File: src/rtl/quad_decoder.sv
// Quadrature decoder: 2-flop synchronizers, optional glitch filter, registered count/dir/step/err.
// Define QUAD_DECODER_FILTER_EN to insert a 3-sample agreement filter ahead of the decoder.
module quad_decoder #(
    parameter int CNT_W = 4
) (
    input  logic             clk,
    input  logic             rst,
    input  logic             qa,
    input  logic             qb,
    input  logic             clr,
    output logic [CNT_W-1:0] count,
    output logic             dir,
    output logic             step,
    output logic             err
);

`ifdef QUAD_DECODER_FILTER_EN
    localparam int STAGES = 4;
`else
    localparam int STAGES = 2;
`endif

    logic [1:0]        a_sync, b_sync;
    logic              acc_a, acc_b;
    logic [1:0]        cur, prev;
    logic              init;
    logic [STAGES-1:0] vld_pipe;
    logic [1:0]        delta;

    always_ff @(posedge clk) begin
        if (rst) begin
            a_sync <= '0;
            b_sync <= '0;
        end else begin
            a_sync <= {a_sync[0], qa};
            b_sync <= {b_sync[0], qb};
        end
    end

`ifdef QUAD_DECODER_FILTER_EN
    logic [1:0] a_hist, b_hist;
    logic       a_hold, b_hold;

    // A phase is accepted once the synchronized sample and the two before it agree.
    always_comb begin
        acc_a = a_hold;
        acc_b = b_hold;
        if (a_sync[1] == a_hist[0] && a_hist[0] == a_hist[1]) acc_a = a_sync[1];
        if (b_sync[1] == b_hist[0] && b_hist[0] == b_hist[1]) acc_b = b_sync[1];
    end

    always_ff @(posedge clk) begin
        if (rst) begin
            a_hist <= '0;
            b_hist <= '0;
            a_hold <= 1'b0;
            b_hold <= 1'b0;
        end else begin
            a_hist <= {a_hist[0], a_sync[1]};
            b_hist <= {b_hist[0], b_sync[1]};
            a_hold <= acc_a;
            b_hold <= acc_b;
        end
    end
`else
    assign acc_a = a_sync[1];
    assign acc_b = b_sync[1];
`endif

    assign cur = {acc_a, acc_b};

    // Marks when the accepted pair reflects the pins rather than post-reset flop contents.
    always_ff @(posedge clk) begin
        if (rst) vld_pipe <= '0;
        else     vld_pipe <= {vld_pipe[STAGES-2:0], 1'b1};
    end

    // Gray code to position: the up sequence 00,01,11,10 maps to 0,1,2,3.
    function automatic logic [1:0] pos(input logic [1:0] p);
        case (p)
            2'b00:   pos = 2'd0;
            2'b01:   pos = 2'd1;
            2'b11:   pos = 2'd2;
            default: pos = 2'd3;
        endcase
    endfunction

    assign delta = pos(cur) - pos(prev);

    always_ff @(posedge clk) begin
        if (rst) begin
            count <= '0;
            dir   <= 1'b1;
            step  <= 1'b0;
            err   <= 1'b0;
            prev  <= 2'b00;
            init  <= 1'b0;
        end else begin
            step <= 1'b0;
            if (vld_pipe[STAGES-1]) begin
                prev <= cur;
                if (!init) begin
                    init <= 1'b1;
                end else begin
                    case (delta)
                        2'd1: begin
                            count <= count + 1'b1;
                            dir   <= 1'b1;
                            step  <= 1'b1;
                        end
                        2'd3: begin
                            count <= count - 1'b1;
                            dir   <= 1'b0;
                            step  <= 1'b1;
                        end
                        2'd2:    err <= 1'b1;
                        default: ;
                    endcase
                end
            end
            if (clr) begin
                count <= '0;
                err   <= 1'b0;
            end
        end
    end

endmodule

File: config.mk
export PLATFORM = sky130hd
export DESIGN_NAME = quad_decoder
export DESIGN_NICKNAME = d
export VERILOG_FILES = /design/src/rtl/quad_decoder.sv
export SDC_FILE = /design/constraint.sdc
export NUM_CORES = 1
export LEC_CHECK = 0
export CORE_MARGIN = 2
export CORE_UTILIZATION = 44
export CTS_CLUSTER_SIZE = 40
export DETAILED_ROUTE_END_ITERATION = 8
export PLACE_DENSITY = 0.69
export SLEW_MARGIN = 20
export SYNTH_ARGS = -nofsm -noshare
export SYNTH_HDL_FRONTEND = slang
export SYNTH_SLANG_ARGS = --single-unit
File: constraint.sdc
create_clock -name clk -period 2.3 [get_ports clk]
set_input_delay 0.46 -clock clk [delete_from_list [all_inputs] [get_ports clk]]
set_output_delay 0.46 -clock clk [all_outputs]
set_load 0.005 [all_outputs]
**Run 1: met1 routing**

Bar = 10 um. Supply wires on this layer in grey.
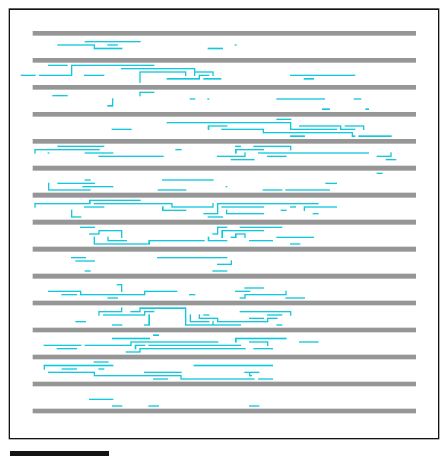
nets with wire on the layer: 84
main direction: horizontal

**Run 1: the metal 2 layer**

Cells faint in the background.
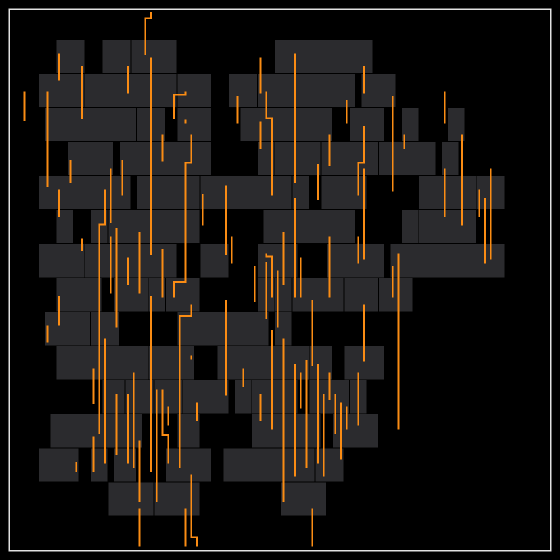
share of all routed wire: 45%
wire length on this layer: 451 um

**Run 1: met3 routing**

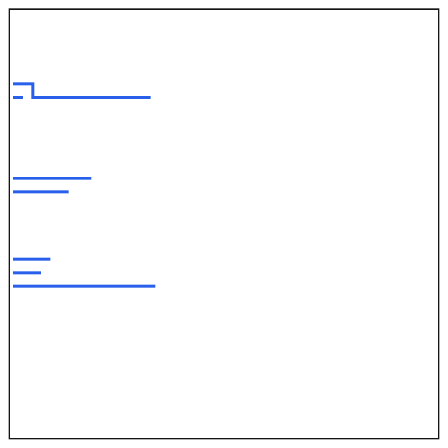
share of all routed wire: 4.9%
main direction: horizontal
nets with wire on the layer: 7

==> impl_metrics.toml, run 1 <==
# flow metrics
[status]
status = "finished clean"

[die]
die_area_um2 = 1860
dieWidth_um = 43.2
rows = 14
io_pins = 12
core_um2 = 1470

[setup_path]
cp-end-kind = "register"
critPathBufInv = 0
timing.rr.end = "count[2]"
crit_top_cell = "ha_1"
cp_slowest_cell = "dfxtp_1"
max_stage_delay_ns = 0.34
critical_path_class = "register to register"
worst_r2r_path_depth = 10
crit_path_max_fanout = 3

[timing]
hold_viol_final = 0
tightest_slew_ns = 0.362
slew_viol_final = 0
max_clock_freq_mhz = 442
min_period_ns = 2.26
finalClockSkew_ns = 0.00305
fin_crit_sh_pct = 98.4
finalSetupViolCount = 0
holdWs_ns = 0.443
fin_ws_ns = 0.0372

[clocking]
clockBufferDepth = 2
h-tree-depth = 1
postCtsSetupBuffers = 1
cts_tree = "done"
cts-root-buf = "clkbuf_4"
clkLatencyLatePin_ns = 0.27
clk_pin_slew_ns = 0.09

[layout]
mostFrequentLayoutCell = "dfxtp_1"
lay_top_cells = "14 x dfxtp_1, 11 x clkdlybuf4s50_1, 10 x nor2_1"
antennaDiodeCount = 0
regArea_um2 = 323
inverters = 4
fin_util_pct = 58.8
sh_comb_area_pct = 39.1
drive_gt1_share_pct = 18.3
clock_buffers = 4
n_all_buffers = 14
buf_share_pct = 15.3
nMultiInputCombCells = 44
comb_area_um2 = 338
stdcell_area_um2 = 865

[routing]
viasPerCell = 4.76
antenna_left = 0
post_drt_wl_per_cell_um = 10.2

[global_routing]
antenna_found_initial = 0
grt_max_degree = 12
grt_pass1_vias = 461
grt_first_pass_wirelength_um = 1900

[min_path]
worstHoldPathType = "register to register"
min_from = "a_sync[0]"
hold_depth = 1

[synth]
ys_cells = 66
netlist_instances = 66
ys_sh_mux_pct = 7.42
ys_seq_share_pct = 47.5
syn_area_per_cell_um2 = 10.2

[placement]
port_buffers = 11
routabilityCongestion = 0.725
dpl_cell_area_um2 = 812
place_ws_ns = -0.0440

[pwr]
total_power_w = 0.000509
run 1: registers in the layout (all words and copies together) (netlist names):
signal	flops
a_sync	2
b_sync	2
count	4
dir	1
err	1
init	1
prev	2
step	1
vld_pipe	2
run 1: where the power goes:
| group | internal [W] | switching, W | leakage [nW] |
|---|---|---|---|
| Clock | 0.0000961 | 0.0000801 | 0.0210 |
| Combinational | 0.0000259 | 0.0000173 | 0.232 |
| Sequential | 0.000285 | 0.00000486 | 0.132 |
run 1: synthesized netlist by cell type (all sizes together):
cell    count  area, um^2
a21oi       2        10.0
a41oi       1        8.76
and3        1        6.26
clkbuf      2        7.51
dfxtp      16         320
ha          6        75.1
inv         4        15.0
mux2i       5        50.1
nand2       1        3.75
nand3b      1        11.3
nor2       11        43.8
nor2b       5        31.3
nor3        1        5.00
o211ai      1        7.51
o21ai       2        10.0
or2         1        6.26
or2b        1        7.51
or3         2        12.5
xnor2       1        8.76
xor2        1        8.76
xor3        1        25.0
run 1: kinds of logic after synthesis:
family / after synthesis
buf+inv: 6
fa+ha+maj: 6
simple gates: 24
compound gates: 6
xor+xnor: 3
mux: 5
flops: 16
run 1: metal layers:
layer	global-route usage, %	vias to the layer above	part of all wire (%)
li1	-	253	-
met1	17.2	206	50
met2	20.3	7	45
met3	5.11	0	4.8
met4	7.27	0	0
met5	0	-	0
run 1: worst max-delay path by stage:
| stage | end | slack, ns | depth (start not counted) |
|---|---|---|---|
| global route | count[2] | -0.11 | 12 |
| floorplan | count[2] | 0.03 | 12 |
| global placement | count[2] | 0.03 | 12 |
| CTS | count[2] | 0.02 | 12 |
| finish | count[2] | 0.04 | 10 |
| detailed placement | count[2] | -0.04 | 12 |
**Run 1: track usage over the die**

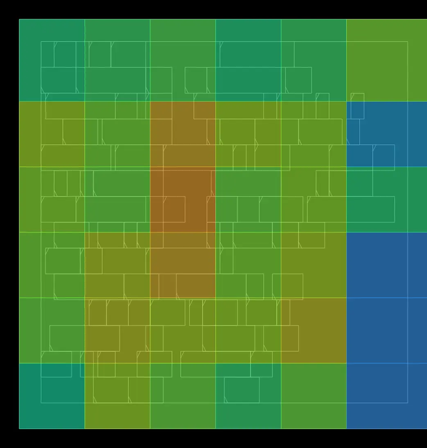

==> run 1 -> run 2 <==
Settings changed: CAP_MARGIN set to 20, GPL_TIMING_DRIVEN set to 0.
**Run 2: track usage over the die**

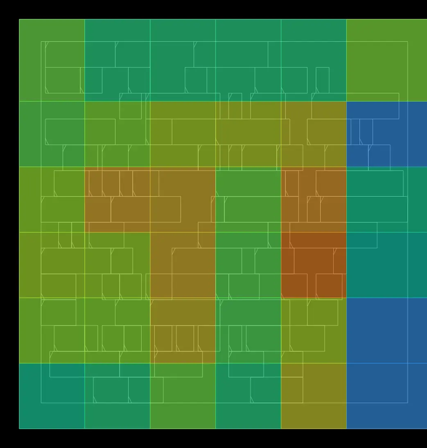
met2 Use GR: 22.1%
WL per Instance: 11.2 um
M1 GR Usage: 17.2%

==> impl_metrics.toml, run 2 <==
# flow metrics
[status]
status = "finished, violations left"
violations = "negative setup slack"

[synth]
yosys.area.top_type_share_pct = 47.5
ys_async_sr_fraction_pct = 0
yosys-top-cells-count = "16 x dfxtp_1, 10 x nor2_1, 6 x ha_1, 5 x mux2i_1, 5 x nor2b_1"
netlist_area_um2 = 674
yosys_most_used_dff = "dfxtp_1"
netlist_instances = 66
ys_cells = 66
syn_area_per_cell_um2 = 10.2
most_common_cell = "dfxtp_1"
syn_nets = 77
yosysUniqueCellTypes = 22
yosysWarnings = 0
top_area_cell = "dfxtp_1"
ys_seq_share_pct = 47.5
topCellsByArea = "dfxtp_1 47%, ha_1 11%, mux2i_1 7.4%"
edf_count = 0

[clocking]
cts-root-buf = "clkbuf_4"
clk_pin_slew_ns = 0.09
h-tree-depth = 1
clkLatencyLatePin_ns = 0.28
hold_buffers = 0
cts_buffers = 3
cts_tree = "done"
clockBufferDepth = 2

[global_routing]
grt_first_pass_wirelength_um = 1900
grt_max_degree = 11
top_usage_layer = "met2"
grt_use_met3_pct = 2.98
grt_pass1_vias = 463
grt.overflow.total = 0
track_usage_pct = 13.8
antenna_found_initial = 0

[run]
cap_violations = 0

[layout]
drive_gt1_share_pct = 27.1
area_growth_syn_to_layout_pct = 36.2
antennaDiodeCount = 0
largest_reg_flops = 4
fin_util_pct = 62.4
lay_top_cells = "12 x dfxtp_1, 11 x clkdlybuf4s50_1, 9 x nor2_1"
mostFrequentLayoutCell = "dfxtp_1"
largest_register = "count"
stdcell_count = 101

[setup_path]
timing.rr.end = "count[2]"
critical_path_depth = 12
critical_path_class = "register to register"
worst_r2r_path_depth = 12
path_cells = "inv_2, ha_4, inv_2, ha_4, xor3_2, or2b_1, xnor2_1, ha_2, nor2_2, mux2i_1, or3_1, a21oi_1"
cp-end-kind = "register"
max_stage_delay_ns = 0.34
worstPathRequired_ns = 2.52
arrival_ns = 2.54
critPathBufInv = 2
startpoint_type = "register"
cp_slowest_cell = "dfxtp_2"
crit_path_max_fanout = 2
reg2reg_slack_ns = -0.02
crit_end = "count[2]"
cp-startpoint = "prev[0]"

[routing]
firstDrtPassIters = 4
wl_met3_um = 34
met2_length_um = 548
viasPerCell = 4.88
top_layer_used = "met4"
m1WireLength_um = 544
antenna_left = 0
wl_um = 1140

[placement]
place_hpwl_um = 795
place_ws_ns = -0.151
routabilityCongestion = 0.682
port_buffers = 11

[die]
die_area_um2 = 1860
io_pins = 12
rows = 14
core_um2 = 1470
dieWidth_um = 43.2
die_h_um = 43.2

[timing]
finalClockSkew_ns = 0.000707
max_clock_freq_mhz = 432
finalSetupViolCount = 1
fin_crit_sh_pct = 101
min_period_ns = 2.32
grt_setup_unrepaired = "yes"
hold_viol_final = 0
tightest_slew_ns = 0.388
slew_viol_final = 0
fin_ws_ns = -0.0173

[min_path]
worstHoldPathType = "register to register"

[pwr]
total_power_w = 0.000520
**Run 2: met3 routing**

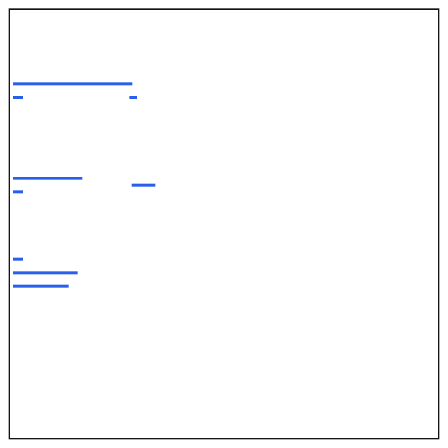
nets with wire on the layer: 7
longest straight run: 11.7 um
main direction: horizontal
wire length on this layer: 34.3 um
share of all routed wire: 3.0%

-- run 2: worst min-delay path by stage --
stage | from | end | cells after the start
4_1_cts | a_sync[0] | a_sync[1] | 1
3_5_place_dp | vld_pipe[0] | vld_pipe[1] | 1
3_3_place_gp | b_sync[0] | b_sync[1] | 1
6_report | a_sync[0] | a_sync[1] | 1
5_1_grt | b_sync[0] | b_sync[1] | 1
2_1_floorplan | a_sync[0] | a_sync[1] | 1
-- run 2: power by group --
part | internal, W | total, W | leakage [nW] | switching (W)
registers | 0.000285 | 0.000289 | 0.133 | 0.00000398
logic | 0.0000307 | 0.0000524 | 0.231 | 0.0000217
clock network | 0.0000962 | 0.000179 | 0.0210 | 0.0000831
total | 0.000412 | 0.000520 | 0.385 | 0.000109
-- run 2: layout make-up --
class	instances	area, um^2	area share, %
inverters	4	15.0	1.63
repair buffers	15	140	15.3
multi-input cells	44	374	40.7
clock buffers	4	36.3	3.95
plain buffers	2	7.51	0.817
flip-flops and latches	16	325	35.4
well taps	16	20.0	2.18
-- run 2: through the flow --
step / cell area, um^2 / TNS (ns) / hold slack [ns]
after floorplan: 674 / 0 / 0.414
after global placement: 805 / -0.101 / 0.417
after detailed placement: 805 / -0.151 / 0.428
after CTS: 907 / -0.0367 / 0.448
after global routing: 918 / -0.149 / 0.468
final: 918 / -0.0173 / 0.444
-- run 2: cell families after synthesis --
logic type      after synthesis  synth area share [%]
simple gates                 24                  18.9
flops                        16                  47.5
compound gates                6                  5.38
buf+inv                       6                  3.34
fa+ha+maj                     6                  11.1
mux                           5                  7.42
xor+xnor                      3                  6.31
-- run 2: what timing repair did --
item                                    in CTS  in global routing
endpoints found under the setup margin       1                  1
setup buffers                                3                  1
pin swaps                                    3                  0
resized                                     10                  2
**Run 2: met1 routing**

Bar = 10 um. Supply wires on this layer in grey.
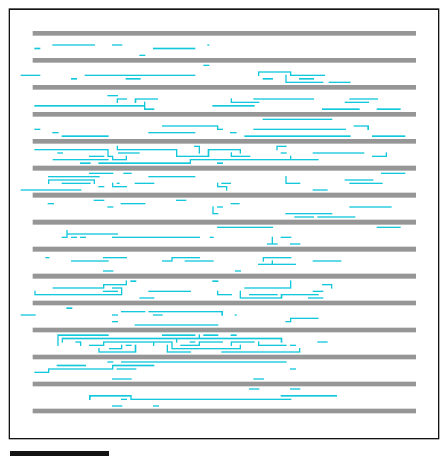

==> run 2 -> run 3 <==
Settings changed: CORE_UTILIZATION 44 to 47, CTS_BUF_LIST set to sky130_fd_sc_hd__clkbuf_4 sky130_fd_sc_hd__clkbuf_8, PLACE_DENSITY 0.69 to 0.73.
**Run 3: met1 routing**

Bar = 10 um. Supply wires on this layer in grey.
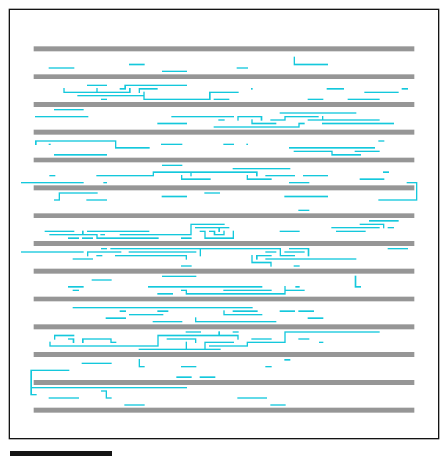
wire length on this layer: 538 um
longest straight run: 17.5 um

==> impl_metrics.toml, run 3 <==
# flow metrics
[pwr]
pg_seq_w = 0.000289
powerClk_w = 0.000187
p_seq_share_pct = 54.7
intPower_w = 0.000412
p_sw_w = 0.000116
power_combinational_w = 0.0000524

[timing]
finalClockSkew_ns = 0.00885
fin_ws_ns = -0.00417
finalSetupViolCount = 1
fin_crit_sh_pct = 100
min_period_ns = 2.30
holdWs_ns = 0.441
hold_viol_final = 0
max_clock_freq_mhz = 434
grt_setup_unrepaired = "yes"
tightest_slew_ns = 0.364

[setup_path]
worst_r2r_path_depth = 12
reg2reg_slack_ns = -0.004
crit_path_max_fanout = 2
cp-end-kind = "register"
critical_path_class = "register to register"
startpoint_type = "register"

[synth]
yosys_most_used_dff = "dfxtp_1"
yosysWarnings = 0
top_area_cell = "dfxtp_1"
netlist_instances = 66
syn_area_per_cell_um2 = 10.2
ys_cells = 66
yosys.area.top_type_share_pct = 47.5

[run]
cap_violations = 0

[clocking]
cts_buffers = 3
clkLatencyLatePin_ns = 0.29
cts_tree = "done"
clockBufferDepth = 2
cts_resized = 7
clk_pin_slew_ns = 0.10

[layout]
lay_top_cells = "12 x dfxtp_1, 11 x clkdlybuf4s50_1, 9 x nor2_1"
stdcell_area_um2 = 940
largest_register = "count"
drive_gt1_share_pct = 29.8

[die]
core_um2 = 1320
die_h_um = 41.9
die_area_um2 = 1750
rows = 13
dieWidth_um = 41.9

[global_routing]
grt.overflow.total = 0
grt_pass1_vias = 417
grt_first_pass_wirelength_um = 1790
grt_max_degree = 11

[routing]
antenna_left = 0
firstDrtPassIters = 4

[status]
status = "finished, violations left"
violations = "negative setup slack"

[min_path]
worstHoldPathType = "register to register"
whs_endpoint = "a_sync[1]"

[placement]
port_buffers = 11
**Run 3: track usage over the die**

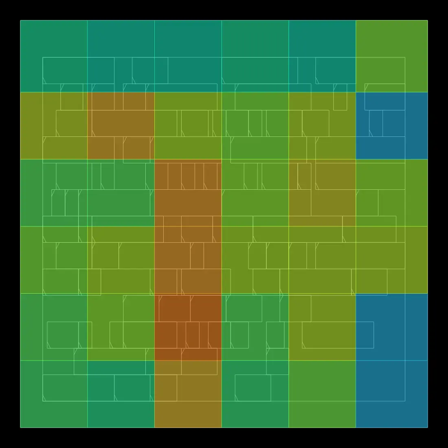
WL per Instance: 10.4 um
gr usage total: 13.8%

==> run 3: how the worst max path moves through the flow <==
stage | from | end
floorplan | prev[0] | count[2]
global placement | prev[0] | count[2]
detailed placement | prev[0] | count[2]
CTS | b_sync[1] | count[2]
global route | prev[0] | count[2]
finish | prev[0] | count[2]
==> run 3: cell families after synthesis <==
group | share of synthesized area (%)
compound gates | 5.38
xor+xnor | 6.31
fa+ha+maj | 11.1
buf+inv | 3.34
flops | 47.5
mux | 7.42
simple gates | 18.9
==> run 3: area by class of cell <==
class                      instances  area [um^2]  share of cell area (%)
multi-input combinational         44          398                    42.3
sequential                        16          328                    34.9
timing repair buffer              14          136                    14.5
clock buffer                       4         36.3                    3.86
tap                               15         18.8                    2.00
inverter                           4         15.0                    1.60
buffer                             2         7.51                   0.799
==> run 3: per-stage QoR <==
stage           TNS, ns  setup WS [ns]  std cells  utilization [%]
6_report       -0.00417       -0.00417         99             71.3
2_1_floorplan         0         0.0312         66                -
4_1_cts         -0.0278        -0.0278         99             67.0
5_1_grt          -0.122         -0.122         99             71.3
3_5_place_dp     -0.102         -0.102         92             61.0
3_3_place_gp    -0.0738        -0.0738         92             61.0
==> run 3: metal layers <==
metal	part of all wire (%)	global-route usage [%]
met1	52	19.8
met2	41	18.1
met3	3.8	3.91
met4	2.2	7.74
met5	0	0
==> run 3: critical path: stages, from the launching register on <==
cell     delay [ns]
dfxtp_2        0.34
inv_2          0.04
ha_4           0.25
inv_2          0.04
ha_4           0.14
xor3_2         0.20
or2b_1         0.24
xnor2_1        0.13
ha_2           0.17
nor2_1         0.10
mux2i_1        0.09
or3_1          0.39
a21oi_2        0.13
Power and IR drop assume default switching activity.
